## src/rtl/disp_pkg.sv

```systemverilog
// Shared definitions for the display VRAM read arbiter: FSM encodings,
// requester indices and default arbitration parameters.
package disp_pkg;

  typedef enum logic [2:0] {
    S_ARB_IDLE = 3'b001,
    S_ARB_ADDR = 3'b010,
    S_ARB_DATA = 3'b100
  } arb_state_e;

  localparam logic REQ_DISP = 1'b0;
  localparam logic REQ_AUX  = 1'b1;

  localparam int unsigned MAXWAIT_DEF = 4;
  localparam int unsigned CW_DEF      = 3;

endpackage

```

## src/rtl/disp_vramarb_sel.sv

```systemverilog
// Winner selection for the VRAM arbiter: display requester has fixed priority,
// a saturating starvation counter forces the aux requester through periodically.
module disp_vramarb_sel
  import disp_pkg::*;
#(
  parameter int unsigned MAXWAIT = MAXWAIT_DEF,
  parameter int unsigned CW      = CW_DEF
) (
  input  logic          ACLK,
  input  logic          ARST,
  input  logic          req0_i,
  input  logic          req1_i,
  input  logic          arb_i,
  output logic          winner_o,
  output logic [CW-1:0] wait_cnt_o
);

  localparam logic [CW-1:0] MAXWAIT_C = CW'(MAXWAIT);
  localparam logic [CW-1:0] ONE_C     = CW'(1);

  logic [CW-1:0] wait_cnt_q;
  logic [CW-1:0] wait_cnt_d;

  // Aux wins a contested arbitration only once the display has won MAXWAIT in a row
  always_comb begin
    winner_o = REQ_DISP;
    if (req0_i && req1_i) begin
      winner_o = (wait_cnt_q == MAXWAIT_C) ? REQ_AUX : REQ_DISP;
    end else if (req1_i) begin
      winner_o = REQ_AUX;
    end else begin
      winner_o = REQ_DISP;
    end
  end

  // Count display grants made while aux was waiting; any aux grant clears it
  always_comb begin
    wait_cnt_d = wait_cnt_q;
    if (arb_i) begin
      if (winner_o == REQ_AUX) begin
        wait_cnt_d = {CW{1'b0}};
      end else if (req1_i && (wait_cnt_q != MAXWAIT_C)) begin
        wait_cnt_d = wait_cnt_q + ONE_C;
      end else begin
        wait_cnt_d = wait_cnt_q;
      end
    end else begin
      wait_cnt_d = wait_cnt_q;
    end
  end

  // Starvation counter register
  always_ff @(posedge ACLK) begin
    if (ARST) begin
      wait_cnt_q <= {CW{1'b0}};
    end else begin
      wait_cnt_q <= wait_cnt_d;
    end
  end

  assign wait_cnt_o = wait_cnt_q;

endmodule

```

## src/rtl/disp_vramarb.sv

```systemverilog
// Two-requester arbiter for the single VRAM AXI read port. One burst in flight;
// the grant is held from AR acceptance to RLAST and R is routed to the owner.
module disp_vramarb
  import disp_pkg::*;
#(
  parameter int unsigned DW      = 32,
  parameter int unsigned MAXWAIT = MAXWAIT_DEF,
  parameter int unsigned CW      = CW_DEF
) (
  input  logic          ACLK,
  input  logic          ARST,
  input  logic [31:0]   M0_ARADDR,
  input  logic          M0_ARVALID,
  output logic          M0_ARREADY,
  output logic [DW-1:0] M0_RDATA,
  output logic          M0_RLAST,
  output logic          M0_RVALID,
  input  logic          M0_RREADY,
  input  logic [31:0]   M1_ARADDR,
  input  logic          M1_ARVALID,
  output logic          M1_ARREADY,
  output logic [DW-1:0] M1_RDATA,
  output logic          M1_RLAST,
  output logic          M1_RVALID,
  input  logic          M1_RREADY,
  output logic [31:0]   S_ARADDR,
  output logic          S_ARVALID,
  input  logic          S_ARREADY,
  input  logic [DW-1:0] S_RDATA,
  input  logic          S_RLAST,
  input  logic          S_RVALID,
  output logic          S_RREADY,
  output logic          GRANT,
  output logic          BUSY
);

  arb_state_e    state_q;
  arb_state_e    state_d;
  logic          grant_q;
  logic          grant_d;
  logic          any_req;
  logic          arbitrate;
  logic          winner;
  logic [CW-1:0] wait_cnt_unused;

  assign any_req   = M0_ARVALID | M1_ARVALID;
  assign arbitrate = (state_q == S_ARB_IDLE) & any_req;

  disp_vramarb_sel #(
    .MAXWAIT (MAXWAIT),
    .CW      (CW)
  ) u_sel (
    .ACLK       (ACLK),
    .ARST       (ARST),
    .req0_i     (M0_ARVALID),
    .req1_i     (M1_ARVALID),
    .arb_i      (arbitrate),
    .winner_o   (winner),
    .wait_cnt_o (wait_cnt_unused)
  );

  assign grant_d = arbitrate ? winner : grant_q;

  // State and owner registers
  always_ff @(posedge ACLK) begin
    if (ARST) begin
      state_q <= S_ARB_IDLE;
      grant_q <= REQ_DISP;
    end else begin
      state_q <= state_d;
      grant_q <= grant_d;
    end
  end

  // Next state: S_ARVALID is held in ADDR even if the owner drops its request
  always_comb begin
    state_d = state_q;
    case (state_q)
      S_ARB_IDLE: begin
        if (any_req) state_d = S_ARB_ADDR;
        else         state_d = S_ARB_IDLE;
      end
      S_ARB_ADDR: begin
        if (S_ARREADY) state_d = S_ARB_DATA;
        else           state_d = S_ARB_ADDR;
      end
      S_ARB_DATA: begin
        if (S_RVALID && S_RREADY && S_RLAST) state_d = S_ARB_IDLE;
        else                                 state_d = S_ARB_DATA;
      end
      default: state_d = S_ARB_IDLE;
    endcase
  end

  // Output routing; beats arriving outside DATA are never accepted
  always_comb begin
    S_ARVALID  = 1'b0;
    S_ARADDR   = 32'h0000_0000;
    S_RREADY   = 1'b0;
    M0_ARREADY = 1'b0;
    M1_ARREADY = 1'b0;
    M0_RVALID  = 1'b0;
    M1_RVALID  = 1'b0;
    M0_RLAST   = 1'b0;
    M1_RLAST   = 1'b0;
    M0_RDATA   = {DW{1'b0}};
    M1_RDATA   = {DW{1'b0}};
    case (state_q)
      S_ARB_ADDR: begin
        S_ARVALID = 1'b1;
        if (grant_q == REQ_AUX) begin
          S_ARADDR   = M1_ARADDR;
          M1_ARREADY = S_ARREADY;
        end else begin
          S_ARADDR   = M0_ARADDR;
          M0_ARREADY = S_ARREADY;
        end
      end
      S_ARB_DATA: begin
        if (grant_q == REQ_AUX) begin
          M1_RVALID = S_RVALID;
          M1_RLAST  = S_RLAST;
          M1_RDATA  = S_RDATA;
          S_RREADY  = M1_RREADY;
        end else begin
          M0_RVALID = S_RVALID;
          M0_RLAST  = S_RLAST;
          M0_RDATA  = S_RDATA;
          S_RREADY  = M0_RREADY;
        end
      end
      default: begin
        S_ARVALID = 1'b0;
      end
    endcase
  end

  assign GRANT = grant_q;
  assign BUSY  = (state_q != S_ARB_IDLE);

endmodule

```

## config.mk

```make
export PLATFORM = sky130hd
export DESIGN_NAME = disp_vramarb
export DESIGN_NICKNAME = d
export VERILOG_FILES = /design/src/rtl/disp_pkg.sv /design/src/rtl/disp_vramarb_sel.sv /design/src/rtl/disp_vramarb.sv
export SDC_FILE = /design/constraint.sdc
export NUM_CORES = 1
export LEC_CHECK = 0
export CAP_MARGIN = 15
export CORE_MARGIN = 2
export CORE_UTILIZATION = 22
export CTS_CLUSTER_DIAMETER = 150
export DETAILED_ROUTE_END_ITERATION = 10
export PLACE_DENSITY = 0.87
export SYNTH_ARGS = -nofsm -noshare
export SYNTH_HDL_FRONTEND = slang
export SYNTH_SLANG_ARGS = --single-unit
export TNS_END_PERCENT = 30
```

## constraint.sdc

```tcl
create_clock -name ACLK -period 1.5 [get_ports ACLK]
set_clock_uncertainty 0.15 [all_clocks]
set_input_delay 0.15 -clock ACLK [delete_from_list [all_inputs] [get_ports ACLK]]
set_output_delay 0.15 -clock ACLK [all_outputs]
set_load 0.01 [all_outputs]
```

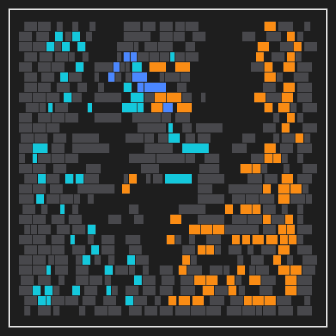
Figure 1: run 1, gate-type map.
| color | family | cells |
|---|---|---|
| cyan | nor cells | 42 |
| blue | aoi and oai cells | 8 |
| orange | and/or cells | 76 |

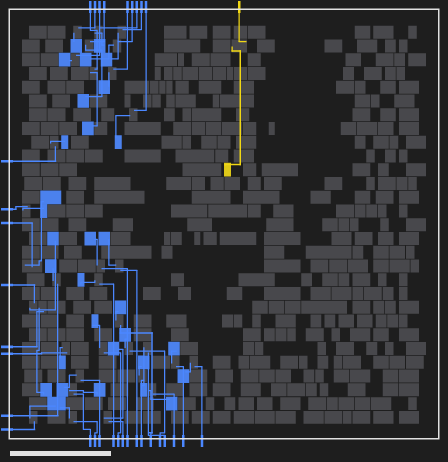
Figure 2: run 1, I/O nets highlighted.
Scale bar: 20 um.
| color | port | bits | direction | end cells | buffers | wire |
|---|---|---|---|---|---|---|
| blue | S_ARADDR | 32 | output | 32 | 32 | 713 um |
| yellow | S_RREADY | 1 | output | 1 | 1 | 35.4 um |

==> results.yml <==
# physical design summary
routing:
  viasPerCell: 4.52
  firstDrtPassIters: 4
  wl_per_cell_um: 14.7
  drtIter0Drc: 32
  postRouteAntennaNets: 0
setup_path:
  crit_type: "register to primary output"
  critPathRequiredTime_ns: 1.20
  slowest_delay_ns: 0.45
  cpMostUsedCell: "buf_12"
  r2r_start: "state_q[2]"
  startpoint: "state_q[1]"
  critical_path.max_fanout: 22
  crit_family: "simple AND/OR/NAND/NOR gates"
  critical_path.cell_chain: "or3b_4 > buf_12 > nor2_8 > buf_12 > and2_1 > buf_2"
  crit_buf_inv: 3
  end_kind: "primary output"
  start_kind: "register"
  worst_path_max_delay_cell: "or3b_4"
  cp.arrival_ns: 1.69
layout:
  layout.cells.non_filler: 506
  drive_gt1_share_pct: 50.1
  final_util_pct: 61.9
  diodes: 0
die:
  dieArea_sq_mm: 0.00716
  die_w_um: 84.6
  core_util_floorplan_pct: 22.7
  core-area_sq_mm: 0.00631
  die_height_um: 84.6
grt:
  grt_pass1_wl_mm: 11.2
  grt_pass1_vias: 2284
  grt_max_degree: 23
  grt_overflow_total: 0
  grt_use_total_pct: 19.2
final_timing:
  drv_slew: 0
  worst_pin_slew_ns: 0.315
  grt_setup_unrepaired: "true"
  relSlewSlack_pct: 78.7
  setup_viol: 108
  finalCriticalPeriod_ns: 1.99
  fin_ws_ns: -0.489
  fmax_ghz: 0.503
  finalSetupTns_ns: -41.31
  hold_viol: 0
pwr:
  clockPowerShare_pct: 21.6
  p_seq_share_pct: 17.5
  power.switching_mw: 0.364
  p_comb_share_pct: 60.9
  intPower_mw: 0.857
  switching_share_pct: 29.8
  cellLeakagePower_nw: 1.87
placement:
  place_congestion: 0.859
  dp_slack_ns: -0.583
  dp_hpwl_mm: 6.03
  dp.cells: 492
  port-buffer-count: 210
hold_path:
  min_path_type: "register to register"
  hp-start: "u_sel.wait_cnt_o[1]"
yosys:
  fa_ha_area_share_pct: 1.75
  flop_cell: "dfxtp_1"
  syn_inst: 197
  logic_family: "simple AND/OR/NAND/NOR gates"
  synth.area.top_cells: "and2_1, mux2i_1, dfxtp_1, nor2_1, buf_6"
  ys_seq_share_pct: 9.80
  yosys-top-cells-count: "and2_1, nor2_1, mux2i_1"
  xor_share_pct: 0
  syn_nets: 304
  async_flop_share_pct: 0
  ys_sh_aoi_pct: 4.46
  synth_area_sq_mm: 0.00143
  mux_area_share_pct: 23.1
  yosysWarnings: 0
  ys_cells: 197
  ys_sh_simple_pct: 51.9
  synth_top_cell_by_area: "and2_1"
  top_area_share_pct: 29.7
  synth_cell_type_count: 31
  synth-edff-count: 0
clocking:
  root_buffer: "clkbuf_8"
  cts.sinks: 7
  h-tree-depth: 1
  cts_buffers: 3
  tritoncts: "yes"
  cts_max_path_buffers: 2
  clkLatencyLatePin_ns: 0.23
run:
  drv_cap: 0
  tool_warnings: 30
run_status:
  status: "finished with violations"
  violations: "setup timing"
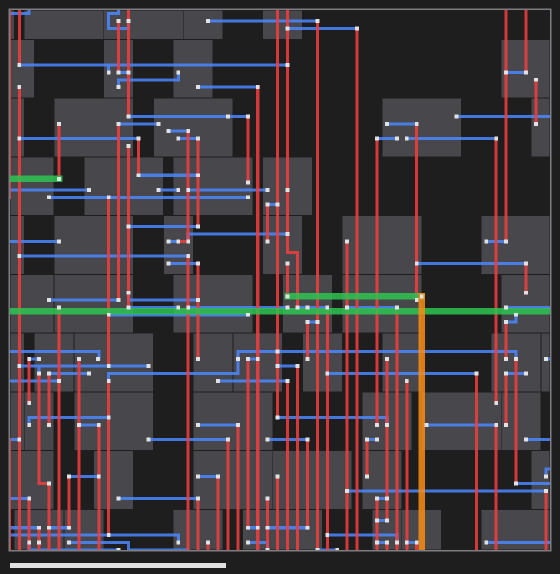
Figure 3: run 1, zoomed window.
Scale bar: 10 um. Region (9, 9) to (34, 34) um. Cells in gray, sequential cells in the stronger gray; small squares are vias.
| color | layer |
|---|---|
| red | M2 |
| orange | M4 |
| green | M3 |
| blue | M1 |
most frequent: clkdlybuf4s50_1 (13), buf_2 (12), mux2i_1 (9)
cells with their middle in the window: 47
sequential cells in the window: 0

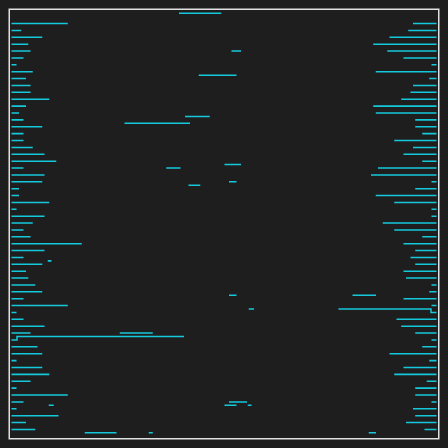
Figure 4: run 1, the metal 3 layer.
nets with wire on the layer: 132
longest straight run: 32.9 um
share of all routed wire: 9.2%

run 1: cells in the final DEF (no fill, tap or decap), types with 2 or more instances in the layout:
cell,n
buf_4,18
and3_1,2
buf_16,2
a21oi_1,3
and2_1,34
dfxtp_2,4
clkbuf_8,3
or3b_4,3
nor2_2,23
nor2_8,2
clkbuf_16,2
nor2_1,10
dfxtp_1,3
buf_2,64
ha_1,2
buf_6,42
clkdlybuf4s50_1,104
nand3_1,2
clkdlybuf4s15_2,2
mux2i_1,33
and2_4,34
inv_1,5
buf_12,7
or3b_2,2
nor2_4,2
nand2_1,3
run 1: flip-flops by register name, summed over array words and instances (netlist names):
signal / cells
GRANT: 1
state_q: 3
u_sel.wait_cnt_o: 3
run 1: through the flow:
step | instance area (sq um) | hold WS, ns | power, mW
detailed placement | 3830 | 0.332 | 0.917
global placement | 3830 | 0.307 | 0.903
finish | 3910 | 0.342 | 1.22
global route | 3910 | 0.372 | 1.30
floorplan | 1510 | 0.110 | 0.441
CTS | 3730 | 0.340 | 1.21
run 1: tightest hold or removal path: stages (launching register included):
cell	delay, ns
dfxtp_1	0.32
nand2_1	0.06
a21oi_1	0.06
run 1: final cells by class:
| class | count | area (sq um) |
|---|---|---|
| sequential | 7 | 145 |
| multi-input combinational | 170 | 1340 |
| clock buffer | 4 | 45.0 |
| fill | 574 | 2410 |
| tap | 77 | 96.3 |
| timing repair buffer | 243 | 2260 |
| inverter | 5 | 18.8 |
run 1: worst paths after layout:
path	end	slack, ns	depth (start not counted)
max	M1_RDATA[20]	-0.49	6
min	u_sel.wait_cnt_o[1]	0.34	2
max reg2reg	GRANT	-0.13	5
min reg2reg	u_sel.wait_cnt_o[1]	0.34	2
run 1: per-layer routing:
metal / share of wire, % / global-route usage, % / wire length, um / vias to the layer above
li1: - / - / - / 1116
met1: 32 / 18.2 / 2410 / 1007
met2: 56 / 39.7 / 4130 / 144
met3: 9.2 / 4.13 / 684 / 18
met4: 2.7 / 6.35 / 202 / 0
met5: 0 / 0 / 0 / -
run 1: power groups by stage:
stage / logic (mW) / registers [mW] / clock network (mW)
5_1_grt: 0.795 / 0.214 / 0.288
3_3_place_gp: 0.690 / 0.213 / 0
2_1_floorplan: 0.225 / 0.217 / 0
3_5_place_dp: 0.702 / 0.215 / 0
6_report: 0.743 / 0.213 / 0.264
4_1_cts: 0.721 / 0.213 / 0.272
run 1: kinds of logic (layout without fill, tap and decap cells):
group,Yosys count,after routing
simple gates,125,125
mux,33,33
buf+inv,20,252
compound gates,10,10
flops,7,7
fa+ha+maj,2,2
run 1: repair_timing:
action,CTS,global route
setup endpoints to repair,109,110
resized,406,97
setup buffers,3,3
cloned,3,2
hold buffers,0,0
pin swaps,28,4
Power is estimated from default activity; no workload was simulated.
